<file path="src/rtl/instr_encoder_pkg.sv">
// Shared definitions for the instruction encoder: format codes, which match the
// control block's ImmSel encoding, base opcodes and the loader FSM state type.
package instr_enc_pkg;

  localparam logic [2:0] FMT_I = 3'b000;
  localparam logic [2:0] FMT_S = 3'b001;
  localparam logic [2:0] FMT_B = 3'b010;
  localparam logic [2:0] FMT_U = 3'b011;
  localparam logic [2:0] FMT_J = 3'b100;
  localparam logic [2:0] FMT_R = 3'b101;

  localparam logic [6:0] OPC_OP     = 7'b0110011;
  localparam logic [6:0] OPC_OP_IMM = 7'b0010011;
  localparam logic [6:0] OPC_STORE  = 7'b0100011;
  localparam logic [6:0] OPC_BRANCH = 7'b1100011;
  localparam logic [6:0] OPC_JAL    = 7'b1101111;
  localparam logic [6:0] OPC_LUI    = 7'b0110111;

  typedef enum logic [1:0] {
    ST_IDLE = 2'd0,
    ST_LOAD = 2'd1,
    ST_FULL = 2'd2
  } enc_state_e;

  // Codes above FMT_R (110, 111) have no encoding.
  function automatic logic fmt_is_legal(input logic [2:0] fmt);
    return fmt <= FMT_R;
  endfunction

endpackage

</file>
<file path="src/rtl/instr_encoder_pack.sv">
// Purely combinational RV32I field packer; doubles as a golden encoder in benches.
// Immediate bits outside the chosen format are dropped without any range check.
module instr_pack
  import instr_enc_pkg::*;
#(
  parameter int n = 32
) (
  input  logic [2:0]   fmt_i,
  input  logic [6:0]   opcode_i,
  input  logic [2:0]   funct3_i,
  input  logic [6:0]   funct7_i,
  input  logic [4:0]   rd_i,
  input  logic [4:0]   rs1_i,
  input  logic [4:0]   rs2_i,
  input  logic [n-1:0] imm_i,
  output logic [n-1:0] word_o,
  output logic         illegal_o
);

  always_comb begin
    word_o    = '0;
    illegal_o = !fmt_is_legal(fmt_i);
    case (fmt_i)
      FMT_R: word_o = {funct7_i, rs2_i, rs1_i, funct3_i, rd_i, opcode_i};
      FMT_I: word_o = {imm_i[11:0], rs1_i, funct3_i, rd_i, opcode_i};
      FMT_S: word_o = {imm_i[11:5], rs2_i, rs1_i, funct3_i, imm_i[4:0], opcode_i};
      FMT_B: word_o = {imm_i[12], imm_i[10:5], rs2_i, rs1_i, funct3_i,
                       imm_i[4:1], imm_i[11], opcode_i};
      FMT_U: word_o = {imm_i[31:12], rd_i, opcode_i};
      FMT_J: word_o = {imm_i[20], imm_i[10:1], imm_i[11], imm_i[19:12], rd_i, opcode_i};
      default: word_o = '0;
    endcase
  end

endmodule

</file>
<file path="src/rtl/instr_encoder.sv">
// IMEM loader: accepts field-level instruction requests, packs them into RV32I
// words and writes them one per cycle to consecutive IMEM addresses.
//
// Handshake: a request transfers on a rising edge where req_valid and req_ready
// are both high. req_ready depends only on registered state, the requester must
// hold fields stable while req_valid is high, and the write appears on the IMEM
// port for exactly the cycle following the transfer edge.
module instr_encoder
  import instr_enc_pkg::*;
#(
  parameter int n     = 32,
  parameter int DEPTH = 256,
  parameter int AW    = $clog2(DEPTH)
) (
  input  logic          clk,
  input  logic          rst,
  input  logic          start,
  input  logic [AW-1:0] base_addr,
  input  logic          finish,
  input  logic          req_valid,
  output logic          req_ready,
  input  logic [2:0]    req_fmt,
  input  logic [6:0]    req_opcode,
  input  logic [2:0]    req_funct3,
  input  logic [6:0]    req_funct7,
  input  logic [4:0]    req_rd,
  input  logic [4:0]    req_rs1,
  input  logic [4:0]    req_rs2,
  input  logic [n-1:0]  req_imm,
  output logic          imem_we,
  output logic [AW-1:0] imem_addr,
  output logic [n-1:0]  imem_wdata,
  output logic [AW:0]   count,
  output logic          full,
  output logic          err
);

  localparam logic [AW:0]   DEPTH_W = (AW+1)'(DEPTH);
  localparam logic [AW-1:0] LAST_A  = AW'(DEPTH - 1);

  enc_state_e    state_q, state_d;
  logic [AW-1:0] ptr_q, ptr_d;
  logic [AW:0]   acc_q, acc_d;
  logic [AW:0]   count_q, count_d;
  logic          err_q, err_d;
  logic          we_q, we_d;
  logic [AW-1:0] addr_q, addr_d;
  logic [n-1:0]  wdata_q, wdata_d;

  logic [n-1:0]  packed_word;
  logic          packed_illegal;
  logic          hs;

  instr_pack #(.n(n)) u_pack (
    .fmt_i     (req_fmt),
    .opcode_i  (req_opcode),
    .funct3_i  (req_funct3),
    .funct7_i  (req_funct7),
    .rd_i      (req_rd),
    .rs1_i     (req_rs1),
    .rs2_i     (req_rs2),
    .imm_i     (req_imm),
    .word_o    (packed_word),
    .illegal_o (packed_illegal)
  );

  // State register; reset also drops any write still pending.
  always_ff @(posedge clk) begin
    if (rst) begin
      state_q <= ST_IDLE;
      ptr_q   <= '0;
      acc_q   <= '0;
      count_q <= '0;
      err_q   <= 1'b0;
      we_q    <= 1'b0;
      addr_q  <= '0;
      wdata_q <= '0;
    end else begin
      state_q <= state_d;
      ptr_q   <= ptr_d;
      acc_q   <= acc_d;
      count_q <= count_d;
      err_q   <= err_d;
      we_q    <= we_d;
      addr_q  <= addr_d;
      wdata_q <= wdata_d;
    end
  end

  // Next-state logic; illegal requests still count toward the accepted total.
  always_comb begin
    state_d = state_q;
    case (state_q)
      ST_IDLE: if (start) state_d = ST_LOAD;
      ST_LOAD: begin
        if (finish)                          state_d = ST_IDLE;
        else if (hs && acc_q == DEPTH_W - 1) state_d = ST_FULL;
      end
      ST_FULL: if (finish) state_d = ST_IDLE;
      default: state_d = ST_IDLE;
    endcase
  end

  // Output logic of the FSM.
  always_comb begin
    req_ready = (state_q == ST_LOAD) && (acc_q < DEPTH_W);
  end

  assign hs = req_valid && req_ready;

  always_comb begin
    ptr_d   = ptr_q;
    acc_d   = acc_q;
    count_d = count_q;
    err_d   = err_q;
    we_d    = 1'b0;
    addr_d  = addr_q;
    wdata_d = wdata_q;

    if (we_q) count_d = count_q + 1'b1;

    if (state_q == ST_IDLE && start) begin
      ptr_d   = base_addr;
      acc_d   = '0;
      count_d = '0;
      err_d   = 1'b0;
    end

    if (hs) begin
      acc_d = acc_q + 1'b1;
      if (packed_illegal) begin
        err_d = 1'b1;
      end else begin
        we_d    = 1'b1;
        addr_d  = ptr_q;
        wdata_d = packed_word;
        ptr_d   = (ptr_q == LAST_A) ? '0 : ptr_q + 1'b1;
      end
    end
  end

  assign imem_we    = we_q;
  assign imem_addr  = addr_q;
  assign imem_wdata = wdata_q;
  assign count      = count_q;
  assign full       = (count_q == DEPTH_W);
  assign err        = err_q;

endmodule

</file>
<file path="config.mk">
export PLATFORM = sky130hd
export DESIGN_NAME = instr_encoder
export DESIGN_NICKNAME = d
export VERILOG_FILES = /design/src/rtl/instr_encoder_pkg.sv /design/src/rtl/instr_encoder_pack.sv /design/src/rtl/instr_encoder.sv
export SDC_FILE = /design/constraint.sdc
export NUM_CORES = 1
export LEC_CHECK = 0
export CORE_ASPECT_RATIO = 0.7
export CORE_MARGIN = 3
export CORE_UTILIZATION = 37
export CTS_CLUSTER_SIZE = 12
export DETAILED_ROUTE_END_ITERATION = 16
export GPL_ROUTABILITY_DRIVEN = 0
export PLACE_DENSITY = 0.81
export SLEW_MARGIN = 20
export SYNTH_ARGS = -nofsm -noshare
export SYNTH_HDL_FRONTEND = slang
export SYNTH_HIERARCHICAL = 1
export SYNTH_SLANG_ARGS = --single-unit
export TNS_END_PERCENT = 50
</file>
<file path="constraint.sdc">
create_clock -name clk -period 2.14 [get_ports clk]
set_clock_uncertainty 0.2 [all_clocks]
set_input_delay 0.428 -clock clk [delete_from_list [all_inputs] [get_ports clk]]
set_output_delay 0.428 -clock clk [all_outputs]
set_load 0.01 [all_outputs]
</file>
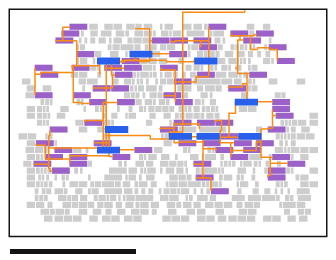
Figure 1: run 1, routed clock nets over the placement.
The bar under the picture is 50 µm long.
[purple] flip-flops | count: 70
[blue] cells driving clock nets | count: 9
[orange] clock wires | length: 888 µm
routed clock nets: 10

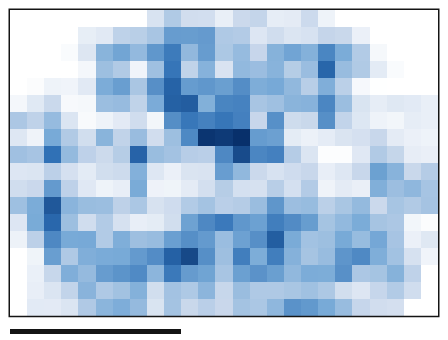
Figure 2: run 1, wiring heat map.
The bar under the picture is 50 µm long. 25 x 18 tiles, from white (low) to dark blue (high), scaled to the fullest tile. Values are wire area over tile area, all layers added.
densest ninth of the die: bottom center
mean over tiles: 0.17
nearly empty tiles: 11%
emptiest ninth of the die: upper left
tiles over half the peak: 20%
fullest tile: 0.54

==> summary.txt, run 1 <==
run metrics: Chip Area, Yosys 3690 µm², pin count of the biggest net entering global routing 40, largest power group the clock network, combinational share of cell area 0.369, WHS 252 ps, Worst Max-Slew Pin Slew 568 ps, Data required, critical path 1510 ps, Pre-Place Util 0.393, Clock transition at path regs 60 ps, Async S/R FF share, synth 0, Crit path buffers/inverters 1, met3 Usage GRT 0.0467, Period minus WS final 2030 ps, metal3 WL 715 µm, switching share of total power 0.244, Crit-path slowest cell clkdlybuf4s50_1, Synth flops 70, final antenna-violating net count 0, Cells on Worst Hold Path 2, P_int 0.00268 W, met1 Use GR 0.292, Power Density 628 nW/µm², synthesized cell area 3690 µm², Pleak 2.05 nW, status finished, final reports clean, initial antenna violation count 0, vias in the first global route 3709, filler instances 814, syn_nets 544, CTS tree yes, reg-to-reg endpoint ptr_q[7], f_max 494 MHz, total negative slack 0 ps, register share of total power 0.386, Arrival @ worst endpoint 1400 ps, # Cells Yosys 459, Std-Cell Core Area 9400 µm², Gate Area 2080 µm², Root Driver clkbuf_16, first-pass GRT wire length 19.1 mm, Avg Cell Area, Syn 8.05 µm², stage-log warning count 27, drc violations 0, Clock power frac 0.450, Seq. pwr 0.00137 W, Max Used Layer met4, Die W 125 µm, post-CTS sizing 4, crit-path leading delay family buffers and inverters, slowest stage delay, CP 610 ps, Dominant cell area share 0.379, area of the die 11200 µm², CTS buffer count 9, Max clock buf depth 2, HP Start imem_wdata[28], Combinational Gates 347, area grow syn2layout 52.7%, Setup crit start kind register, Synth area leader dfxtp_1, Post-synth top cells nand2_1, dfxtp_1, a21oi_1
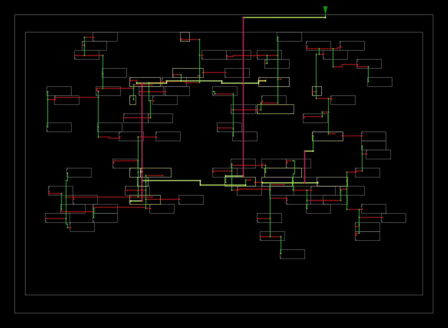
Figure 3: run 1, clock nets.
# clk buffers: 9
Clock Sinks: 70

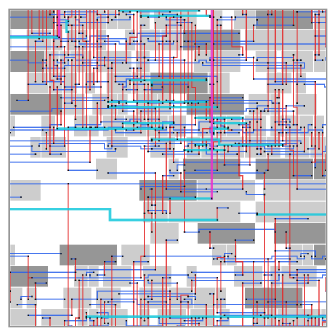
Figure 4: run 1, zoomed window.
Window x 43 to 83, y 25 to 65 µm. Cells in gray, sequential cells in the stronger gray; small squares are vias.
[red] met2
[blue] met1
[magenta] met4
[cyan] met3
sequential cells in the window: 15
cells with their middle in the window: 129
netlist names of flops here include: ptr_q (7), imem_wdata (5), imem_addr (2)
most frequent: nand2_1 (30), dfxtp_1 (15)

[run 1: logic make-up (layout without fill, tap and decap cells)]
| group | count (synthesis) | after routing | share of synthesized area |
|---|---|---|---|
| DFF | 70 | 70 | 0.379 |
| buffers and inverters | 42 | 190 | 0.0617 |
| and+or+nand+nor | 181 | 181 | 0.229 |
| muxes | 13 | 13 | 0.0359 |
| AOI/OAI and AO/OA | 136 | 136 | 0.249 |
| other | 0 | 1 | 0 |
| adders and majority gates | 5 | 5 | 0.0169 |
| xor gates and xnor gates | 12 | 12 | 0.0285 |
[run 1: registers in the layout, indices dropped and copies added, names as in the netlist]
| register | count |
|---|---|
| count | 9 |
| imem_we | 1 |
| imem_wdata | 32 |
| acc_q | 9 |
| state_q | 2 |
| imem_addr | 8 |
| ptr_q | 8 |
| err | 1 |
Figure 5. The metal 3 layer (run 1).
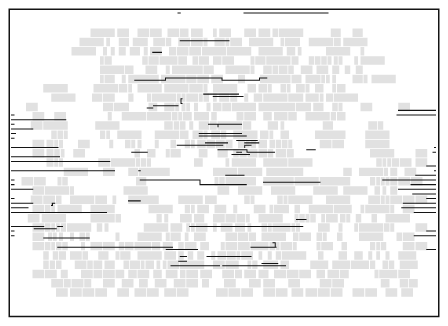

--- run 2 (diff from run 1) ---
--- a/config.mk
+++ b/config.mk
@@ -5,8 +5,9 @@
 export SDC_FILE = /design/constraint.sdc
 export NUM_CORES = 1
 export LEC_CHECK = 0
+export CAP_MARGIN = 30
 export CORE_ASPECT_RATIO = 0.7
-export CORE_MARGIN = 3
+export CORE_MARGIN = 5
 export CORE_UTILIZATION = 37
 export CTS_CLUSTER_SIZE = 12
 export DETAILED_ROUTE_END_ITERATION = 16
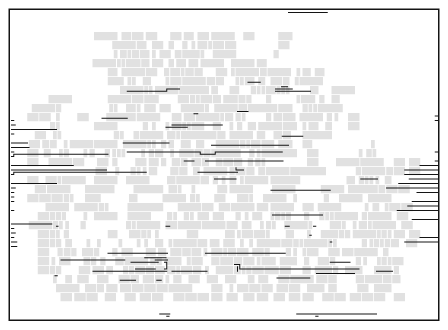
Figure 6: run 2, the metal 3 layer.
longest straight run: 40.0 µm
main direction: horizontal
share of all routed wire: 6.8%

==> summary.txt, run 2 <==
run metrics: # Cells Yosys 459 (unchanged), P_int 0.00298 W (was 0.00268 W), final antenna-violating net count 0 (unchanged), final setup vio count 0 (unchanged), Post-synth top cells nand2_1, dfxtp_1, a21oi_1 (unchanged), Pleak 2.11 nW (was 2.05 nW), filler instances 843 (was 814), max reg flops 32 (unchanged), post-CTS sizing 5 (was 4), Cells on Worst Hold Path 2 (unchanged), Power Density 667 nW/µm² (was 628 nW/µm²), Root Driver clkbuf_16 (unchanged), status finished, final reports clean (unchanged), Pre-Place Util 0.380 (was 0.393), Placed Cells 721 (was 715), Async S/R FF share, synth 0 (unchanged), drc violations 0 (unchanged), Max Used Layer met4 (unchanged), first-pass GRT wire length 19.1 mm (about the same), Syn Inst Count 459 (unchanged), Clock Sinks 70 (unchanged), overall power 0.00382 W (was 0.00354 W), Die Span Y 93.6 µm (was 89.6 µm), Period minus WS final 2000 ps (was 2030 ps), stage-log warning count 27 (unchanged), Seq. pwr 0.00137 W (about the same), Clock transition at path regs 50 ps (was 60 ps), synthesized cell area 3690 µm² (unchanged), total negative slack 0 ps (unchanged), syn_nets 544 (unchanged), unrepaired setup endpoints after global routing no (unchanged), DRT iter0 DRCs 211 (was 273), Setup crit start kind register (unchanged), most common cell in the netlist nand2_1 (unchanged), Synth flops 70 (unchanged), CTS buffer count 9 (unchanged), Setup crit end kind primary output (unchanged), register share of total power 0.358 (was 0.386), Avg Cell Area, Syn 8.05 µm² (unchanged), CTS tree yes (unchanged), Clock power frac 0.490 (was 0.450), pin count of the biggest net entering global routing 28 (was 40), met1 Use GR 0.259 (was 0.292), critical path class register to primary output (unchanged), metal3 WL 796 µm (was 715 µm), Max clock buf depth 2 (unchanged), Data required, critical path 1510 ps (about the same), largest power group the clock network (unchanged), Chip Area, Yosys 3690 µm² (unchanged), area of the die 12100 µm² (was 11200 µm²), met3 Usage GRT 0.0571 (was 0.0467), Std-Cell Core Area 9720 µm² (was 9400 µm²), Max Cap Viol 0 (unchanged), reg-to-reg endpoint ptr_q[0] (was ptr_q[7]), WHS 253 ps (was 252 ps), Die W 129 µm (was 125 µm), Comb power 0.000578 W (about the same), Dominant cell area share 0.379 (unchanged), switching share of total power 0.220 (was 0.244), area grow syn2layout 54.9% (was 52.7%), f_max 501 MHz (was 494 MHz), vias in the first global route 3835 (was 3709), Worst Max-Slew Pin Slew 519 ps (was 568 ps)
## run 2: cell counts after synthesis
No cell type changed its count.
## run 2: critical path: stages (launching register included)
cell	delay, ps
dfxtp_1	310
inv_1	50
ha_1	150
nor4b_2	180
and4b_1	220
clkbuf_2	130
## run 2: area by class of cell
cell class | count | area [µm²] | share of cell area
multi-input combinational | 347 | 2090 | 0.364
timing repair buffer | 169 | 1670 | 0.291
sequential | 70 | 1400 | 0.245
clock buffer | 11 | 253 | 0.0442
tap | 128 | 160 | 0.0280
clock inverter | 5 | 129 | 0.0225
inverter | 7 | 26.3 | 0.00459
## run 2: logic make-up after synthesis
family / synth area share
AOI/OAI and AO/OA: 0.249
xor gates and xnor gates: 0.0285
adders and majority gates: 0.0169
buffers and inverters: 0.0617
DFF: 0.379
muxes: 0.0359
and+or+nand+nor: 0.229
Figure 7. Clock nets (run 2).
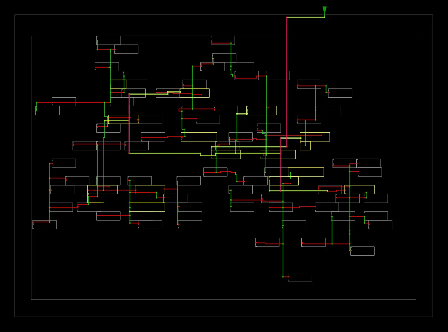

--- run 3 (diff from run 2) ---
--- a/config.mk
+++ b/config.mk
@@ -6,13 +6,15 @@
 export NUM_CORES = 1
 export LEC_CHECK = 0
 export CAP_MARGIN = 30
+export CELL_PAD_IN_SITES_DETAIL_PLACEMENT = 1
+export CELL_PAD_IN_SITES_GLOBAL_PLACEMENT = 2
 export CORE_ASPECT_RATIO = 0.7
 export CORE_MARGIN = 5
-export CORE_UTILIZATION = 37
+export CORE_UTILIZATION = 22
 export CTS_CLUSTER_SIZE = 12
 export DETAILED_ROUTE_END_ITERATION = 16
 export GPL_ROUTABILITY_DRIVEN = 0
-export PLACE_DENSITY = 0.81
+export PLACE_DENSITY = 0.85
 export SLEW_MARGIN = 20
 export SYNTH_ARGS = -nofsm -noshare
 export SYNTH_HDL_FRONTEND = slang
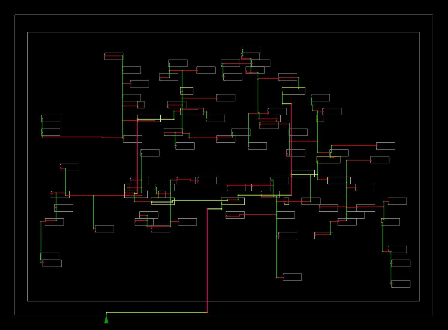
Figure 8: run 3, clock nets.
Seq cells: 70
clk latency late pin: 330 ps
# clk buffers: 10
CTS buffer count: 9

==> summary.txt, run 3 <==
run metrics: status finished, final reports clean (unchanged), Setup crit start kind register (unchanged), Arrival @ worst endpoint 1430 ps (was 1370 ps), Placed Cells 821 (was 721), Synth flops 70 (unchanged), Data required, critical path 1510 ps (about the same), # Cells Yosys 459 (unchanged), Pleak 2.06 nW (was 2.11 nW), Cells on Worst Hold Path 2 (unchanged), Std-Cell Core Area 16400 µm² (was 9720 µm²), final setup vio count 0 (unchanged), Combinational Gates 347 (unchanged), syn_nets 544 (unchanged), Largest cell class logic gates (unchanged), FF/Latch Area 1400 µm² (about the same), crit-path leading delay family buffers and inverters (was simple AND/OR/NAND/NOR gates), largest power group the clock network (unchanged), Chip Area, Yosys 3690 µm² (unchanged), filler instances 1965 (was 843), Synth area leader dfxtp_1 (unchanged), Max clock buf depth 2 (unchanged), most common cell in the netlist nand2_1 (unchanged), Clock transition at path regs 60 ps (was 50 ps), area grow syn2layout 55.6% (was 54.9%), register share of total power 0.408 (was 0.358), Max Cap Viol 0 (unchanged), Pre-Place Util 0.225 (was 0.380), CTS tree yes (unchanged), overall power 0.00336 W (was 0.00382 W), max reg flops 32 (unchanged), HP Start imem_wdata[12] (was imem_addr[5]), initial antenna violation count 0 (unchanged), Worst Max-Slew Pin Slew 513 ps (was 519 ps), switching share of total power 0.265 (was 0.220), Crit-path slowest cell clkdlybuf4s50_1 (was dfxtp_1), Die Span Y 118 µm (was 93.6 µm), Avg Cell Area, Syn 8.05 µm² (unchanged), reg-to-reg endpoint ptr_q[5] (was ptr_q[0]), sequential cell area share 0.244 (was 0.245), DRT iter0 DRCs 172 (was 211), P_int 0.00247 W (was 0.00298 W), Clock Sinks 70 (unchanged), Clock power frac 0.415 (was 0.490), synthesized cell area 3690 µm² (unchanged), final antenna-violating net count 0 (unchanged), layout buffering overhead excluding clock cells 0.291 (about the same), Clock-cell share 0.0481 (was 0.0667), Dominant cell area share 0.379 (unchanged), Syn Inst Count 459 (unchanged), Async S/R FF share, synth 0 (unchanged), Gate Area 2090 µm² (about the same)
## run 3: cell counts after synthesis
No cell type changed its count.
## run 3: layer usage
| layer | track usage | part of all wire | vias up |
|---|---|---|---|
| met1 | 0.192 | 0.48 | 1909 |
| met3 | 0.0310 | 0.040 | 9 |
| met4 | 0.0301 | 0.0090 | 0 |
| met2 | 0.235 | 0.47 | 66 |
| met5 | 0 | 0 | - |
| li1 | - | - | 1927 |
## run 3: logic make-up after synthesis
group / after synthesis / synth area share
AND-OR/OR-AND: 136 / 0.249
AND/OR/NAND/NOR: 181 / 0.229
buffers and inverters: 42 / 0.0617
flip-flops: 70 / 0.379
multiplexers: 13 / 0.0359
XOR/XNOR: 12 / 0.0285
adder cells (fa/ha/maj): 5 / 0.0169
Power figures rest on the tool's default switching activity, not on a simulated workload.
